--- config.mk ---
export PLATFORM = sky130hd
export DESIGN_NAME = bw_dot_accumulator
export DESIGN_NICKNAME = d
export VERILOG_FILES = /design/src/rtl/bw_pkg.sv /design/src/rtl/bw_dot_accumulator_bw_multiplier.sv /design/src/rtl/bw_dot_accumulator.sv
export SDC_FILE = /design/constraint.sdc
export NUM_CORES = 1
export LEC_CHECK = 0
export ABC_AREA = 1
export CAP_MARGIN = 20
export CORE_ASPECT_RATIO = 0.9
export CORE_MARGIN = 4
export CORE_UTILIZATION = 55
export DETAILED_ROUTE_END_ITERATION = 8
export DONT_BUFFER_PORTS = 1
export PLACE_DENSITY = 0.7
export REMOVE_ABC_BUFFERS = 1
export SLEW_MARGIN = 20
export SYNTH_ARGS = -nofsm -noshare
export SYNTH_HDL_FRONTEND = slang
export SYNTH_SLANG_ARGS = --single-unit
--- constraint.sdc ---
create_clock -name clk -period 6.75 [get_ports clk]
set_input_delay 1.35 -clock clk [delete_from_list [all_inputs] [get_ports clk]]
set_output_delay 1.35 -clock clk [all_outputs]
set_load 0.05 [all_outputs]
--- src/rtl/bw_pkg.sv ---
// bw_pkg: shared constants, types and helpers for the Baugh-Wooley dot-product
// datapath.
//   DATA_W     operand width the multiplier is built for
//   PROD_W     multiplier product width
//   ACC_MAX_W  widest accumulator any legal LEN can need (LEN <= 256)
//   state_e    accumulator FSM states
//   sext_prod  sign-extend a product to ACC_MAX_W; callers truncate to ACC_W
package bw_pkg;

  localparam int DATA_W    = 4;
  localparam int PROD_W    = 2 * DATA_W;
  localparam int ACC_MAX_W = PROD_W + 8;

  typedef enum logic [0:0] {
    ACCUM = 1'b0,
    HOLD  = 1'b1
  } state_e;

  // Truncating the result to any ACC_W >= PROD_W still gives a correct
  // two's-complement extension, so one fixed-width helper serves every LEN.
  function automatic logic [ACC_MAX_W-1:0] sext_prod(input logic [PROD_W-1:0] p);
    return {{(ACC_MAX_W-PROD_W){p[PROD_W-1]}}, p};
  endfunction

endpackage

--- src/rtl/bw_dot_accumulator_bw_multiplier.sv ---
// BW_MULTIPLIER: 4x4 signed two's-complement Baugh-Wooley multiplier,
// purely combinational.
//   a  in   4  signed operand
//   b  in   4  signed operand
//   c  out  8  signed product a*b
module BW_MULTIPLIER (
  input  logic [3:0] a,
  input  logic [3:0] b,
  output logic [7:0] c
);

  logic [7:0] w_sum;
  logic       w_pp;

  // Partial products that pair exactly one sign bit with a magnitude bit are
  // inverted; the constant 2^4 + 2^7 corrects for those inversions mod 2^8.
  always_comb begin
    w_sum = 8'h90;
    w_pp  = 1'b0;
    for (int i = 0; i < 4; i++) begin
      for (int j = 0; j < 4; j++) begin
        w_pp = a[i] & b[j];
        if ((i == 3) != (j == 3)) w_pp = ~w_pp;
        if (w_pp) w_sum = w_sum + (8'd1 << (i + j));
      end
    end
  end

  assign c = w_sum;

endmodule

--- src/rtl/bw_dot_accumulator.sv ---
// bw_dot_accumulator: accepts signed operand pairs over valid/ready, multiplies
// each pair in a Baugh-Wooley multiplier, accumulates LEN products and presents
// the dot product on a valid/ready output.
//   clk        in   1      rising-edge clock
//   rst_n      in   1      asynchronous active-low reset
//   in_valid   in   1      operand pair valid
//   in_ready   out  1      pair can be accepted this cycle
//   a, b       in   DATA_W signed operands
//   out_valid  out  1      out_sum holds a completed dot product
//   out_ready  in   1      consumer takes out_sum
//   out_sum    out  ACC_W  signed dot product
//   out_busy   out  1      current dot product has at least one term
// Build option BW_DOT_PROD_REG_EN: registers the product ahead of the adder;
// out_valid then rises two cycles after the last accept instead of one.
//
// state | meaning
// ACCUM | taking terms, in_ready high (except while the final add completes)
// HOLD  | result presented, waiting for out_ready
module bw_dot_accumulator #(
  parameter int DATA_W = 4,
  parameter int LEN    = 4,
  parameter int ACC_W  = 2*DATA_W + $clog2(LEN)
) (
  input  logic              clk,
  input  logic              rst_n,
  input  logic              in_valid,
  output logic              in_ready,
  input  logic [DATA_W-1:0] a,
  input  logic [DATA_W-1:0] b,
  output logic              out_valid,
  input  logic              out_ready,
  output logic [ACC_W-1:0]  out_sum,
  output logic              out_busy
);
  import bw_pkg::*;

  localparam int                CNT_W    = (LEN > 1) ? $clog2(LEN) : 1;
  localparam logic [CNT_W-1:0]  CNT_LAST = CNT_W'(LEN - 1);

  if (DATA_W != bw_pkg::DATA_W) begin : g_bad_data_w
    $error("bw_dot_accumulator: DATA_W must match the multiplier width");
  end
  if (LEN < 2 || LEN > 256) begin : g_bad_len
    $error("bw_dot_accumulator: LEN must be in 2..256");
  end

  state_e             r_state;
  logic [ACC_W-1:0]   r_acc;
  logic [ACC_W-1:0]   r_out_sum;
  logic [CNT_W-1:0]   r_cnt;
  logic               r_out_valid;

  logic               w_accept;
  logic [PROD_W-1:0]  w_prod;

  BW_MULTIPLIER u_mult (
    .a (a),
    .b (b),
    .c (w_prod)
  );

  assign w_accept  = in_valid && in_ready;
  assign out_valid = r_out_valid;
  assign out_sum   = r_out_sum;

`ifdef BW_DOT_PROD_REG_EN

  logic [PROD_W-1:0]  r_prod;
  logic               r_p_vld;
  logic               r_last;     // final term is in r_prod, add still pending
  logic [ACC_W-1:0]   w_add;

  assign w_add    = r_p_vld ? ACC_W'(sext_prod(r_prod)) : '0;
  assign in_ready = (r_state == ACCUM) && !r_last;
  assign out_busy = (r_state == ACCUM) && ((r_cnt != '0) || r_p_vld);

  always_ff @(posedge clk or negedge rst_n) begin
    if (!rst_n) begin
      r_state     <= ACCUM;
      r_acc       <= '0;
      r_out_sum   <= '0;
      r_cnt       <= '0;
      r_out_valid <= 1'b0;
      r_prod      <= '0;
      r_p_vld     <= 1'b0;
      r_last      <= 1'b0;
    end else begin
      case (r_state)
        ACCUM: begin
          r_p_vld <= w_accept;
          if (w_accept) r_prod <= w_prod;
          if (r_last) begin
            r_out_sum   <= r_acc + w_add;
            r_acc       <= '0;
            r_out_valid <= 1'b1;
            r_last      <= 1'b0;
            r_state     <= HOLD;
          end else begin
            r_acc <= r_acc + w_add;
          end
          if (w_accept) begin
            if (r_cnt == CNT_LAST) begin
              r_cnt  <= '0;
              r_last <= 1'b1;
            end else begin
              r_cnt <= r_cnt + CNT_W'(1);
            end
          end
        end
        HOLD: begin
          if (out_ready) begin
            r_out_valid <= 1'b0;
            r_state     <= ACCUM;
          end
        end
        default: r_state <= ACCUM;
      endcase
    end
  end

`else

  logic [ACC_W-1:0]   w_prod_ext;

  assign w_prod_ext = ACC_W'(sext_prod(w_prod));
  assign in_ready   = (r_state == ACCUM);
  assign out_busy   = (r_state == ACCUM) && (r_cnt != '0);

  always_ff @(posedge clk or negedge rst_n) begin
    if (!rst_n) begin
      r_state     <= ACCUM;
      r_acc       <= '0;
      r_out_sum   <= '0;
      r_cnt       <= '0;
      r_out_valid <= 1'b0;
    end else begin
      case (r_state)
        ACCUM: begin
          if (w_accept) begin
            if (r_cnt == CNT_LAST) begin
              r_out_sum   <= r_acc + w_prod_ext;
              r_acc       <= '0;
              r_cnt       <= '0;
              r_out_valid <= 1'b1;
              r_state     <= HOLD;
            end else begin
              r_acc <= r_acc + w_prod_ext;
              r_cnt <= r_cnt + CNT_W'(1);
            end
          end
        end
        HOLD: begin
          if (out_ready) begin
            r_out_valid <= 1'b0;
            r_state     <= ACCUM;
          end
        end
        default: r_state <= ACCUM;
      endcase
    end
  end

`endif

endmodule
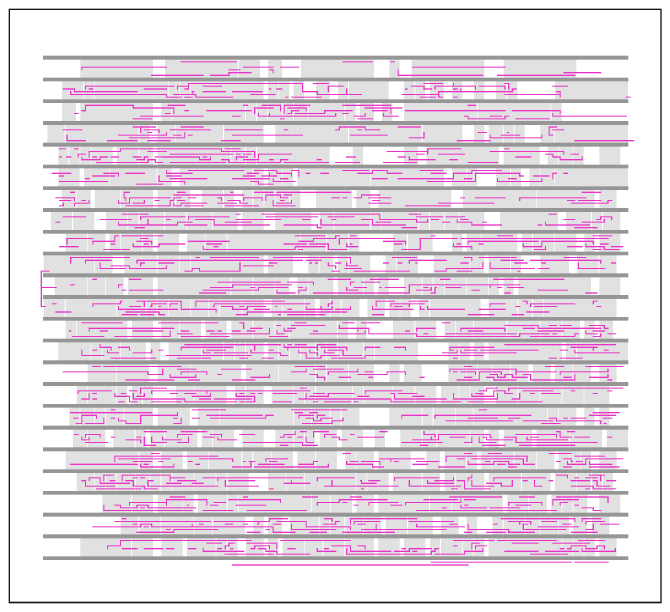
(the metal 1 layer)
(8 px per um) Supply wires on this layer in gray.
491 nets have wire on it. The layer holds 43% of the routed length. The longest straight run is 29.4 um.

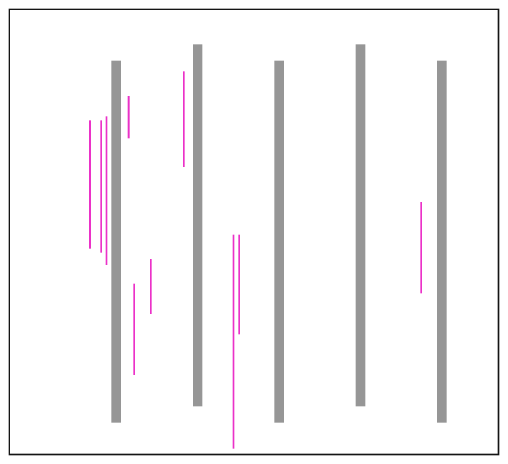
(M4 wires)
(6 px per um) Supply wires on this layer in gray.
The wires run mostly vertical. The layer holds 2.3% of the routed length.

final cells by class:
class	instances	area (um2)	share of cell area
Sequential cell	24	601	0.155
Inverter	66	255	0.0659
Timing Repair Buffer	81	608	0.157
Multi-Input combinational cell	302	2290	0.592
Tap cell	62	77.6	0.0200
Clock buffer	3	41.3	0.0107
stage by stage:
step / hold slack [ps] / cell area [um2] / worst slack [ps]
final: 499 / 3870 / -24.7
after global routing: 523 / 3870 / -331
after floorplan: 459 / 2640 / -758
after detailed placement: 484 / 3130 / -926
after global placement: 477 / 3130 / -769
after CTS: 503 / 3510 / 4.92
worst min-delay path, cell delays in order, from the launching register on:
cell and delay [ps]:
dfrtp_1 350, nand2_1 50, o21ai_0 60
where the power goes:
group / internal (W) / switching, W / leakage [nW]
combinational: 0.000449 / 0.000527 / 1.70
sequential: 0.000211 / 0.000156 / 0.301
clock: 0.0000399 / 0.0000421 / 0.0216
total: 0.000700 / 0.000725 / 2.02
registers in the layout (all words and copies together), names as in the netlist:
| register | count |
|---|---|
| out_valid | 1 |
| r_acc | 10 |
| r_state | 1 |
| r_cnt | 2 |
| out_sum | 10 |
routing by layer:
metal  GRT usage  routed length (um)  vias up  part of all wire
met3      0.0303                 333       20             0.043
met1       0.308                3310     1357              0.43
met2       0.414                3930       90              0.51
li1            -                   -     1403                 -
met4      0.0356                 180        0             0.023
met5           0                   0        -                 0
synth_stat cells, drive strengths merged:
master  instances  area [um2]
buf             1        7.51
or2             4        25.0
clkinv          1        3.75
o21a            1        7.51
a21o            1        7.51
a21oi           8        40.0
dfrtp          24         601
xor2           10        87.6
nand4           2        12.5
ha             23         288
clkbuf          3        11.3
nor2           21         109
nand3          49         335
xnor2           2        17.5
inv            65         244
fa              1        20.0
nand3b          1        7.51
nand2         149         669
o21bai          3        22.5
o21ai          27         143
==> results_dict.tcl <==
# collected from the flow reports
set metrics [dict create \
    max_cap_viol_count 0 \
    violations "setup timing" \
    cts_tree "built" \
    grt_max_degree 25 \
    drive_gt1_frac 0.489 \
    dr_total_vias 2870 \
    overflow 0 \
    holdPathEnd "r_acc[0]$_DFFE_PN0P_" \
    grt_pass1_wl_mm 11.3 \
    cts_buffers 3 \
    crit_path_max_incr_delay_ps 260 \
    synthDistinctLibCells 30 \
    outcome "finished, violations left" \
    critPathSlowestCell "ha_4" \
    r2r-start "r_acc[0]$_DFFE_PN0P_" \
    rsz0062_at_grt "yes" \
    syn_inst 396 \
    numSynthFlops 24 \
    rrSetupSlack_ps 4360 \
    postCtsHoldBufs 0 \
    path_class "in -> reg" \
    cp.required_ps 6910 \
    ff2ff_path_depth 10 \
    postCtsResizedCells 45 \
    setup_viol 4 \
    clkTransAtPathRegs_ps 80 \
    worstSetupEndpointType "flop" \
    fin_nets 514 \
    cts_sinks 24 \
    setup_ws_ps -24.7 \
    cp_top_family "simple AND/OR/NAND/NOR gates" \
    critical_path_peak_fanout 4 \
    rows 23 \
    critPathBufInv 11 \
    grt_pass1_vias 2675 \
]
Power and IR drop assume default switching activity.
